$ cat src/rtl/hpu_pkg.sv
// Shared types and width helpers for the HPU output path.
package hpu_pkg;

    typedef enum logic [1:0] {
        IDLE  = 2'd0,
        READ  = 2'd1,
        DRAIN = 2'd2
    } out_sched_state_e;

    // Index width that stays at least one bit wide for single-entry cases.
    function automatic int idx_w(input int n);
        return (n > 1) ? $clog2(n) : 1;
    endfunction

    localparam int OUT_SCHED_NCORE  = 4;
    localparam int OUT_SCHED_DEPTH  = 16;
    localparam int OUT_SCHED_DW     = 32;
    localparam int OUT_SCHED_ID_W   = idx_w(OUT_SCHED_NCORE);
    localparam int OUT_SCHED_ADDR_W = idx_w(OUT_SCHED_DEPTH);

endpackage

$ cat src/rtl/rr_arb.sv
// Combinational round-robin find-first: first set request at or after ptr, wrapping.
module rr_arb
    import hpu_pkg::*;
#(
    parameter  int N  = 4,
    localparam int IW = idx_w(N)
) (
    input  logic [N-1:0]  req,
    input  logic [IW-1:0] ptr,
    output logic [N-1:0]  gnt,
    output logic [IW-1:0] idx,
    output logic          any
);

    logic [2*N-1:0] dbl;
    logic [N-1:0]   rot;
    logic [IW:0]    sum;
    logic           found;

    always_comb begin
        dbl   = {req, req} >> ptr;
        rot   = dbl[N-1:0];
        any   = |req;
        found = 1'b0;
        sum   = '0;
        idx   = '0;
        gnt   = '0;
        // Rotated vector puts ptr at bit 0; map the winning offset back to a core index.
        for (int i = 0; i < N; i++) begin
            if (!found && rot[i]) begin
                found = 1'b1;
                sum   = {1'b0, ptr} + (IW+1)'(i);
                if (sum >= (IW+1)'(N)) begin
                    sum = sum - (IW+1)'(N);
                end
                idx = sum[IW-1:0];
            end
        end
        for (int k = 0; k < N; k++) begin
            gnt[k] = any && (idx == IW'(k));
        end
    end

endmodule

$ cat src/rtl/out_sched.sv
// Output scheduler: latches per-core packet requests, grants round-robin and
// streams each granted bank out as one DEPTH-word packet under backpressure.
module out_sched
    import hpu_pkg::*;
#(
    parameter  int NCORE = OUT_SCHED_NCORE,
    parameter  int DEPTH = OUT_SCHED_DEPTH,
    parameter  int DW    = OUT_SCHED_DW,
    localparam int ID_W  = idx_w(NCORE),
    localparam int AW    = idx_w(DEPTH)
) (
    input  logic             clk,
    input  logic             rst,
    input  logic [NCORE-1:0] core_fin,
    output logic             rd_en,
    output logic [ID_W-1:0]  rd_core,
    output logic [AW-1:0]    rd_addr,
    input  logic [DW-1:0]    rd_data,
    input  logic             dst_ready,
    output logic             dst_valid,
    output logic [DW-1:0]    dst_data,
    output logic             dst_last,
    output logic [ID_W-1:0]  dst_id,
    output logic [NCORE-1:0] pend,
    output logic             pkt_done,
    output out_sched_state_e state
);

    // Stream handshake: a word transfers on dst_valid & dst_ready; once dst_valid
    // is high, dst_data/dst_last/dst_id hold until that transfer happens.

    out_sched_state_e state_nxt;
    logic [ID_W-1:0]  rr_ptr;
    logic [ID_W-1:0]  gnt_idx;
    logic [NCORE-1:0] gnt_oh;
    logic             gnt_any;
    logic             grant;
    logic             adv;
    logic             hs_last;
    logic             addr_en;
    logic             addr_start;
    logic             addr_last;

    rr_arb #(.N(NCORE)) u_arb (
        .req (pend),
        .ptr (rr_ptr),
        .gnt (gnt_oh),
        .idx (gnt_idx),
        .any (gnt_any)
    );

    assign adv        = ~dst_valid | dst_ready;
    assign hs_last    = dst_valid & dst_last & dst_ready;
    assign pkt_done   = hs_last;
    assign dst_data   = rd_data;
    assign addr_en    = rd_en;
    assign addr_start = grant;
    assign addr_last  = (rd_addr == AW'(DEPTH - 1));

    always_ff @(posedge clk) begin
        if (rst) begin
            state <= IDLE;
        end else begin
            state <= state_nxt;
        end
    end

    always_comb begin
        state_nxt = state;
        grant     = 1'b0;
        rd_en     = 1'b0;
        case (state)
            IDLE: begin
                if (gnt_any) begin
                    grant     = 1'b1;
                    state_nxt = READ;
                end
            end
            READ: begin
                rd_en = adv;
                if (adv && addr_last) begin
                    state_nxt = DRAIN;
                end
            end
            DRAIN: begin
                if (hs_last) begin
                    state_nxt = IDLE;
                end
            end
            default: state_nxt = IDLE;
        endcase
    end

    always_ff @(posedge clk) begin
        if (rst) begin
            pend    <= '0;
            rd_core <= '0;
            rd_addr <= '0;
            rr_ptr  <= '0;
        end else begin
            // A new request on the core being granted this cycle survives the clear.
            pend <= (pend & ~(gnt_oh & {NCORE{grant}})) | core_fin;
            if (addr_start) begin
                rd_core <= gnt_idx;
                rd_addr <= '0;
            end else if (addr_en) begin
                rd_addr <= addr_last ? '0 : rd_addr + 1'b1;
                if (addr_last) begin
                    rr_ptr <= (rd_core == ID_W'(NCORE - 1)) ? '0 : rd_core + 1'b1;
                end
            end
        end
    end

    always_ff @(posedge clk) begin
        if (rst) begin
            dst_valid <= 1'b0;
            dst_last  <= 1'b0;
            dst_id    <= '0;
        end else if (adv) begin
            dst_valid <= rd_en;
            dst_last  <= rd_en & addr_last;
            dst_id    <= rd_core;
        end
    end

endmodule

$ cat config.mk
export PLATFORM = sky130hd
export DESIGN_NAME = out_sched
export DESIGN_NICKNAME = d
export VERILOG_FILES = /design/src/rtl/hpu_pkg.sv /design/src/rtl/rr_arb.sv /design/src/rtl/out_sched.sv
export SDC_FILE = /design/constraint.sdc
export NUM_CORES = 1
export LEC_CHECK = 0
export CAP_MARGIN = 10
export CORE_MARGIN = 2
export CORE_UTILIZATION = 31
export DETAILED_ROUTE_END_ITERATION = 16
export PLACE_DENSITY = 0.76
export SETUP_SLACK_MARGIN = 0.05
export SLEW_MARGIN = 20
export SYNTH_ARGS = -nofsm -noshare
export SYNTH_HDL_FRONTEND = slang
export SYNTH_HIERARCHICAL = 1
export SYNTH_SLANG_ARGS = --single-unit
$ cat constraint.sdc
create_clock -name clk -period 1.68 [get_ports clk]
set_clock_uncertainty 0.2 [all_clocks]
set_input_delay 0.336 -clock clk [delete_from_list [all_inputs] [get_ports clk]]
set_output_delay 0.336 -clock clk [all_outputs]
set_load 0.05 [all_outputs]
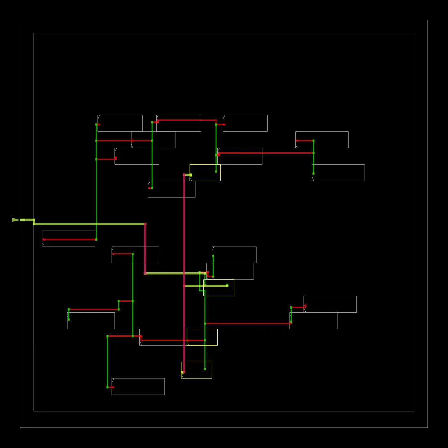
*Clock wiring as the flow saved it, run 1*
cts bufs inserted: 3
clock sink count: 18

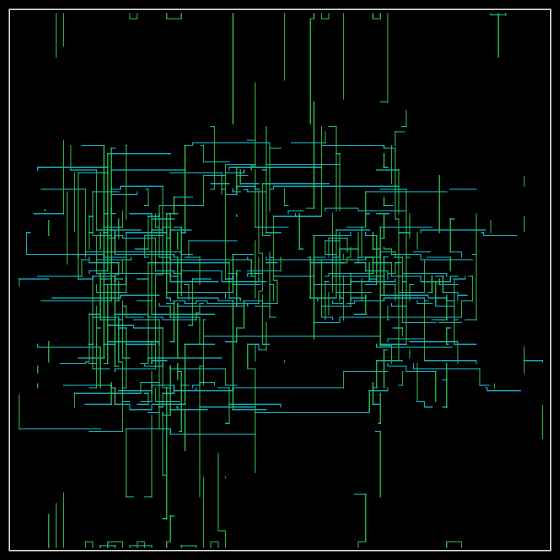
*Metal layers overlaid, run 1*
Only two layers are drawn.
green -> M2  # wire length 1,300 um
cyan -> M1  # wire length 1,130 um

==> reports/metrics.cfg, run 1 <==
[yosys]
ys_top_logic_family=buffers and inverters
syn_inst=160
synthMuxAreaShare=0.0241
synth-adder-area-share=0.0201
xor_area_frac=0
synth_warnings=6
postSynthSeqShare=0.289
topCellsByArea=dfxtp_1 29%, buf_4 19%, a21oi_1 6.8%
synth.top_cell.area_share=0.289
synthAoiAreaFrac=0.220
synth_nets=201
synth-simple-area-share=0.168
ys_types=36
syn_avg_cell_area_um2=7.79
common_cells=32 x buf_4, 18 x dfxtp_1, 17 x a21oi_1, 13 x inv_1, 11 x o21ai_0
ys_area_um2=1250
ys_seq_elements=18
synthesis.area_um2=1250

[flow_run]
drv_cap=0

[pwr]
clkPwrFrac=0.289
p_switching_uw=397
power.share.sequential=0.377
p_seq_uw=473
internal-power_uw=858
p_total_uw=1260
p_comb_frac=0.334
power_leader=registers
cellPowerDensity_nw_per_um2=755
switching_share=0.316
cellLeakagePower_uw=0.000658
irDropWorstVdd_uv=315
pg_comb_uw=420
p_clk_uw=363

[setup_path]
r2r_end=rd_addr[0]$_SDFFE_PP0P_
reg2reg_depth=4
end_kind=output port
crit_fanout=7
r2r-start=dst_valid$_SDFFE_PP0N_
setup.worst_path.class=register to output port
max_stage_delay_ns=0.36
crit_required_ns=1.14
critical_path_arrival_ns=1.07
crit_slowest_cell=dfxtp_4
reg2reg_slack_ns=0.11
start_kind=register
worstSetupStartpoint=state[1]$_SDFFE_PP0P_

[status]
status=complete, no violations

[finish]
num-clock-buffers=4
layout.nonclk_buf_frac=0.324
final_design_area_no_fill_um2=1660
comb_share=0.344
area_growth_pct=33.4
final_layout_size_suffix_gt1_frac=0.390
nNonClkBuffers=41
n_sequential_cell=18
fin_nets=206
reg.largest.list=pend (4), rd_addr (4)
seq_area_um2=387
combGateArea_um2=572
num_antenna_cells=0
largestClassByArea=logic gates
comb_cells=88
non_clock_inverter_count=13
seq_area_frac=0.233

[place]
dpl.cell_count=207
place_area_um2=1570
dp_hpwl_um=1920
place.gp.congestion=0.822

[clock_tree]
postCtsSetupBuffers=3
worstSkewPairLatency_ns=0.26
clk_pin_slew_ns=0.07
cts_resized=5
cts_root_buffer=clkbuf_8
cts_tree=done
cts-htree-levels=1
cts-hold-fix-buffers=0

[global_route]
use_met2=0.213
grt_pass1_vias=996
grt_pass1_wl_um=4460
antenna_found_initial=0
grt.total_usage=0.129
grt.busiest_layer=met2
grt_max_degree=14
use_met1=0.155

[min_path]
hp-start=dst_id[1]$_SDFFE_PP0N_
hp-class=register to register
min_delay_path_depth=2

[die]
die_h_um=67.4
num_rows=23
core_area_um2=3940
chip_area_um2=4540
tap_cells=50
initCoreUtil=0.316

[final_timing]
finalHoldViolations=0
max_freq_mhz=624
finalClockPeriodUsage=0.953
final_max_slew_viol_count=0
tightest_slew_ns=0.286
setup_viol=0
setup_tns_ns=0
relSlewSlack=0.809

[route]
met3_length_um=173
ant_nets=0
drt_first_pass_iters=5
first_iter_violations=47
wl_um=2650
vias_per_cell=4.89
wl_per_cell_um=12.4
drt-met1-wl_um=1130

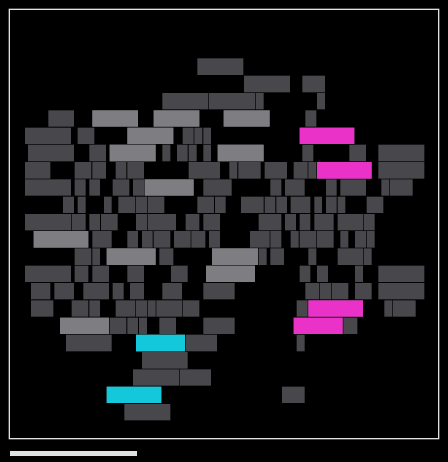
*Sequential cells grouped by signal name, run 1*
Bar = 20 um. Other sequential cells in the stronger grey, the rest of the logic in the fainter grey.
magenta -> `pend`  # placed flops 4
cyan -> `state`  # placed flops 2
not coloured = 12

## run 1: metrics by stage
| stage | util | hold slack [ns] | worst slack, ns |
|---|---|---|---|
| 2_1_floorplan | - | 0.198 | -0.0516 |
| 3_5_place_dp | 0.397 | 0.291 | -0.298 |
| 6_report | 0.422 | 0.297 | 0.0784 |
| 4_1_cts | 0.420 | 0.302 | 0.0369 |
| 5_1_grt | 0.422 | 0.317 | 0.0320 |
| 3_3_place_gp | 0.397 | 0.284 | -0.258 |
## run 1: critical path: cells and delay by family (launching register included)
kind / cells / cell delay, ns
simple gates: 2 / 0.30
buf+inv: 1 / 0.16
flops: 1 / 0.36
==> run 2: changes to the inputs <==
GPL_TIMING_DRIVEN = 0   (was unset)
==> reports/metrics.cfg, run 2 <==
[setup_path]
crit_fanout=7  ; unchanged
end_kind=output port
cp.buffers_inverters=2  ; +1
critPathTopFamily=flip-flops
critical_path_arrival_ns=1.14  ; +0.07 ns
max_stage_delay_ns=0.37  ; about the same
reg2reg_slack_ns=0.05  ; -0.06 ns
crit_required_ns=1.14  ; about the same
crit_slowest_cell=dfxtp_4
setup.worst_path.class=register to output port

[final_timing]
max_freq_mhz=598  ; -4.2%
relSlewSlack=0.671  ; -0.138
setup_tns_ns=0  ; unchanged
finalHoldViolations=0  ; unchanged

[finish]
final_design_area_no_fill_um2=2120  ; +28%
finish.utilization=0.538  ; +0.116
area_growth_pct=70.3
non_clock_inverter_count=13  ; unchanged
seq_area_um2=388  ; +0.32%
num_antenna_cells=0  ; unchanged
n_sequential_cell=18  ; unchanged
seq_area_frac=0.183  ; -0.0497
num-clock-buffers=4  ; unchanged
combGateArea_um2=636  ; +11%
comb_cells=88  ; unchanged
reg.largest.list=pend (4), rd_addr (4)
final_layout_size_suffix_gt1_frac=0.459  ; +0.0683

[pwr]
p_comb_frac=0.430  ; +0.096
clkPwrFrac=0.243  ; -0.046
p_switching_uw=563  ; +42%
cellPowerDensity_nw_per_um2=695  ; -7.9%
switching_share=0.382  ; +0.0655
p_total_uw=1470  ; +17%
power.share.sequential=0.326  ; -0.051
cellLeakagePower_uw=0.000933  ; +42%
p_seq_uw=481  ; +2%
power_leader=combinational cells
pg_comb_uw=635  ; +51%
internal-power_uw=912  ; +6.2%

[yosys]
synth.top_cell.area_share=0.289  ; unchanged
synth-adder-area-share=0.0201  ; unchanged
ys_top_logic_family=buffers and inverters
postSynthSeqShare=0.289  ; unchanged
ys_area_um2=1250  ; unchanged
synthesis.area_um2=1250  ; unchanged
synthMuxAreaShare=0.0241  ; unchanged
synthAoiAreaFrac=0.220  ; unchanged
xor_area_frac=0  ; unchanged
syn_avg_cell_area_um2=7.79  ; unchanged

[flow_run]
drv_cap=0  ; unchanged

[clock_tree]
cts_root_buffer=clkbuf_8
clock_sinks=18  ; unchanged
clk_pin_slew_ns=0.07  ; about the same
worstSkewPairLatency_ns=0.26  ; about the same
cts_tree=done
cts_resized=102  ; +97
cts-htree-levels=1  ; unchanged

[place]
place_area_um2=1940  ; +24%
pre_cts_slack_ns=-0.931  ; -0.633 ns
dpl.cell_count=266  ; +29%
dp_hpwl_um=2270  ; +18%

[route]
wl_um=3120  ; +18%
ant_nets=0  ; unchanged
wl_per_cell_um=11.2  ; -9.6%
drt_first_pass_iters=4  ; -1

[global_route]
antenna_found_initial=0  ; unchanged
grt_pass1_wl_um=4900  ; +9.9%
grt_max_degree=11  ; -3
grt_pass1_vias=1138  ; +14%

[die]
initCoreUtil=0.316  ; unchanged
core_area_um2=3940  ; unchanged
chip_area_um2=4540  ; unchanged

[status]
status=complete, no violations

[run 2: cell count changes in the layout (fill, tap and decap cells not counted), sizes merged]
cell and change:
buf +16, clkbuf +3, clkdlybuf4s15 +14, dlygate4sd2 +32
[run 2: per-layer routing]
metal	share of wire	global-route usage
met1	0.43	0.182
met2	0.48	0.223
met3	0.078	0.0367
met4	0.0061	0.0306
met5	0	0
[run 2: worst paths after layout]
kind,startpoint,to,depth (start not counted)
worst max register to register,state[1]$_SDFFE_PP0P_,rd_addr[0]$_SDFFE_PP0P_,5
worst min-delay path,dst_id[1]$_SDFFE_PP0N_,dst_id[1]$_SDFFE_PP0N_,2
worst min register to register,dst_id[1]$_SDFFE_PP0N_,dst_id[1]$_SDFFE_PP0N_,2
worst max-delay path,state[1]$_SDFFE_PP0P_,rd_en,4
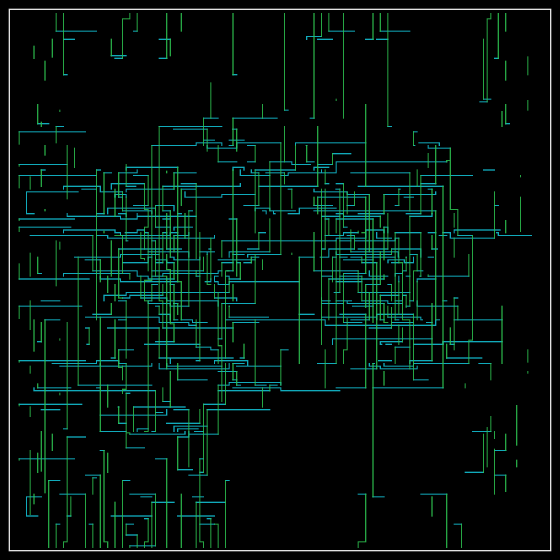
*Metal layers overlaid, run 2*
Only two layers are drawn.
green -> M2  # wire length 1,510 um
cyan -> M1  # wire length 1,350 um

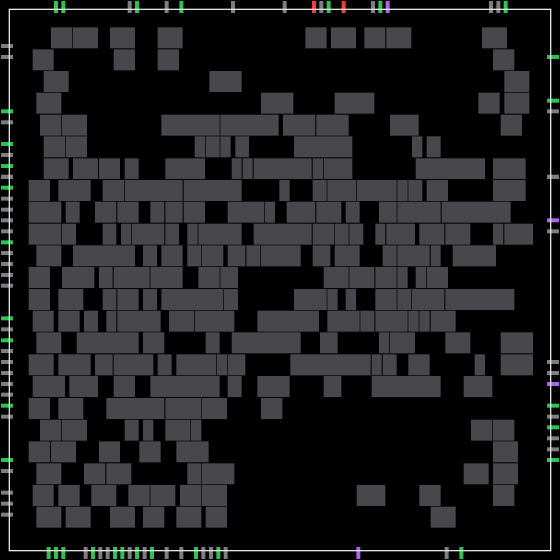
*Ports around the boundary, run 2*
Pins as bars across the die edge, other pins in grey.
purple -> `core_fin`  # pins 4, direction input, edge 2 east, 1 north, 1 south
red -> `rd_core`  # pins 2, direction output, edge north
green -> `dst_data`  # pins 32, direction output, edge 11 south, 9 west, 7 north, 5 east
all pins by edge = 33 west, 23 south, 18 north, 15 east

